## config.mk

```make
export PLATFORM = sky130hd
export DESIGN_NAME = clk_div_n
export DESIGN_NICKNAME = d
export VERILOG_FILES = /design/src/rtl/clk_div_pkg.sv /design/src/rtl/clk_div_chan.sv /design/src/rtl/clk_div_n.sv
export SDC_FILE = /design/constraint.sdc
export NUM_CORES = 1
export LEC_CHECK = 0
export CAP_MARGIN = 20
export CORE_AREA = 5 5 115 117
export DETAILED_ROUTE_END_ITERATION = 16
export DIE_AREA = 0 0 120 122
export PLACE_DENSITY = 0.77
export SLEW_MARGIN = 30
export SYNTH_ARGS = -nofsm -noshare
export SYNTH_HDL_FRONTEND = slang
export SYNTH_HIERARCHICAL = 1
export SYNTH_SLANG_ARGS = --single-unit
```

## constraint.sdc

```tcl
create_clock -name clkin -period 8.2 [get_ports clkin]
set_clock_uncertainty 0.05 [all_clocks]
set_input_delay 1.64 -clock clkin [delete_from_list [all_inputs] [get_ports clkin]]
set_output_delay 1.64 -clock clkin [all_outputs]
set_load 0.005 [all_outputs]
```

## src/rtl/clk_div_pkg.sv

```systemverilog
// Shared constants and helpers for the multi-channel programmable clock divider.
`timescale 1ns/100ps
package clk_div_pkg;
    localparam int unsigned RATIO_IDLE = 0;

    // Number of clkin periods pos_q stays high: N/2 for even N, (N-1)/2 for odd N.
    function automatic logic [31:0] hi_cycles(input logic [31:0] n);
        return n >> 1;
    endfunction
endpackage

```

## src/rtl/clk_div_chan.sv

```systemverilog
// One divider channel: period counter, posedge/negedge phase registers, end-of-period tick,
// and a negedge-gated clkin bypass for ratio 1.
`timescale 1ns/100ps
module clk_div_chan
    import clk_div_pkg::*;
#(
    parameter int WIDTH = 8
) (
    input  logic             clkin,
    input  logic             rst_n,
    input  logic             en,
    input  logic             sync,
    input  logic [WIDTH-1:0] ratio,
    output logic             clkout,
    output logic             tick
);
    localparam logic [WIDTH-1:0] IDLE = WIDTH'(RATIO_IDLE);
    localparam logic [WIDTH-1:0] ONE  = WIDTH'(1);

    logic [WIDTH-1:0] act, cnt, next_act, next_cnt, hi;
    logic             load, pos_q, neg_q, run_n, tick_q;

    // Idle is tested first, so act - 1 never matters while act is zero.
    always_comb begin
        load     = (act == IDLE) || (cnt == act - ONE) || sync;
        next_act = act;
        next_cnt = cnt + ONE;
        if (load) begin
            next_act = en ? ratio : IDLE;
            next_cnt = '0;
        end
        hi = WIDTH'(hi_cycles(32'(next_act)));
    end

    always_ff @(posedge clkin or negedge rst_n) begin
        if (!rst_n) begin
            act    <= IDLE;
            cnt    <= '0;
            pos_q  <= 1'b0;
            tick_q <= 1'b0;
        end else begin
            act    <= next_act;
            cnt    <= next_cnt;
            pos_q  <= (next_act != IDLE) && (next_cnt < hi);
            tick_q <= (next_act != IDLE) && (next_cnt == next_act - ONE);
        end
    end

    // Negedge state: half-cycle stretch for odd ratios, and the clkin gate for ratio 1
    // (changing it while clkin is low keeps the gated clock glitch-free).
    always_ff @(negedge clkin or negedge rst_n) begin
        if (!rst_n) begin
            neg_q <= 1'b0;
            run_n <= 1'b0;
        end else begin
            neg_q <= pos_q;
            run_n <= (act == ONE);
        end
    end

    assign clkout = (clkin & run_n) | pos_q | (act[0] & neg_q);
    assign tick   = tick_q;
endmodule

```

## src/rtl/clk_div_n.sv

```systemverilog
// Multi-channel programmable 50%-duty clock divider; slices per-channel ratio/enable
// and fans the common sync strobe out to every channel.
`timescale 1ns/100ps
module clk_div_n
    import clk_div_pkg::*;
#(
    parameter int WIDTH = 8,
    parameter int NCH   = 4
) (
    input  logic                 clkin,
    input  logic                 rst_n,
    input  logic [NCH-1:0]       en,
    input  logic                 sync,
    input  logic [NCH*WIDTH-1:0] ratio,
    output logic [NCH-1:0]       clkout,
    output logic [NCH-1:0]       tick
);
    for (genvar c = 0; c < NCH; c++) begin : g_ch
        clk_div_chan #(.WIDTH(WIDTH)) u_chan (
            .clkin  (clkin),
            .rst_n  (rst_n),
            .en     (en[c]),
            .sync   (sync),
            .ratio  (ratio[c*WIDTH +: WIDTH]),
            .clkout (clkout[c]),
            .tick   (tick[c])
        );
    end
endmodule

```

clocks.png
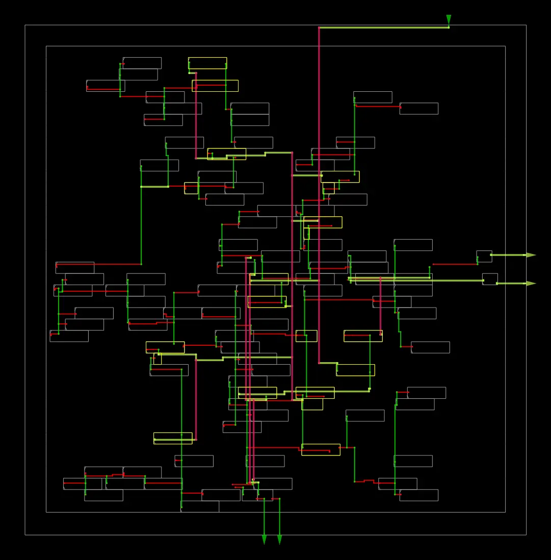
clk pwr: 0.554 mW
clock buf count: 20
Worst-Skew Late Latency: 460 ps
flop count: 80

==> impl_metrics.csv <==
group,metric,value,unit
route,wl_met3,918,um
critical_path,end_kind,"primary output",
critical_path,cp.buffers_inverters,1,
logic_synthesis,synthTopCellsByArea,"dfrtp_1 29%, ha_1 8.0%, xnor2_1 7.3%",
route,vias,5460,
logic_synthesis,yosys_cells,696,
finish,seq_share,27.9,%
floorplan,die_h,122,um
min_path,hold_class,"reg -> reg",
pwr,p_comb,0.546,mW
critical_path,worstPathCellList,"a221o_1, clkdlybuf4s50_1",
route,wl_met1,6530,um
final_timing,rsz0062_at_grt,"no",
global_route,grtUsageMet2,37.0,%
route,top_layer,"met4",
pwr,powerSeq,0.519,mW
finish,layout_top_cell,"dfrtp_1",
critical_path,rr_worst_depth,2,
global_route,grt_max_degree,60,
logic_synthesis,yosys.area_share.simple,25.2,%
global_route,gr-max-usage-layer,"met2",
floorplan,die-area,0.0146,mm^2
critical_path,critPathTopFamily,"buffers and inverters",
critical_path,cp_max_fo,1,
critical_path,cpPeakStageDelay,460,ps
critical_path,path_class,"reg -> out",
global_route,first_global_vias,5534,
status,status,"finished clean",
cell_density.png
(2 px per um) The die is cut into 12 by 12 equal tiles; black is low, pale yellow is high, 0 to 100% covered.
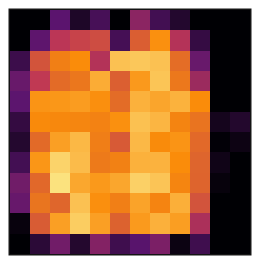
29% of the tiles are over 75% full. 18% of the tiles are nearly empty. The fullest tile reaches 94%. The mean over all tiles is 48%.

[final timing paths]
check	from	endpoint	slack (ps)
min in group asynchronous	rst_n	g_ch[1].u_chan/cnt[2]	1210
setup reg to reg	g_ch[1].u_chan/act[4]	g_ch[1].u_chan/run_n	2690
setup / recovery	g_ch[3].u_chan/run_n	clkout[3]	780
max in group asynchronous	rst_n	g_ch[2].u_chan/run_n	2420
hold reg to reg	g_ch[2].u_chan/cnt[7]	g_ch[2].u_chan/cnt[7]	530
hold / removal	g_ch[2].u_chan/cnt[7]	g_ch[2].u_chan/cnt[7]	530
[registers in the layout, indices dropped and copies added, names as in the netlist]
register           cells
g_ch.u_chan/act       32
g_ch.u_chan/cnt       32
g_ch.u_chan/neg_q      4
g_ch.u_chan/pos_q      4
g_ch.u_chan/run_n      4
g_ch.u_chan/tick       4
Power figures rest on the tool's default switching activity, not on a simulated workload.
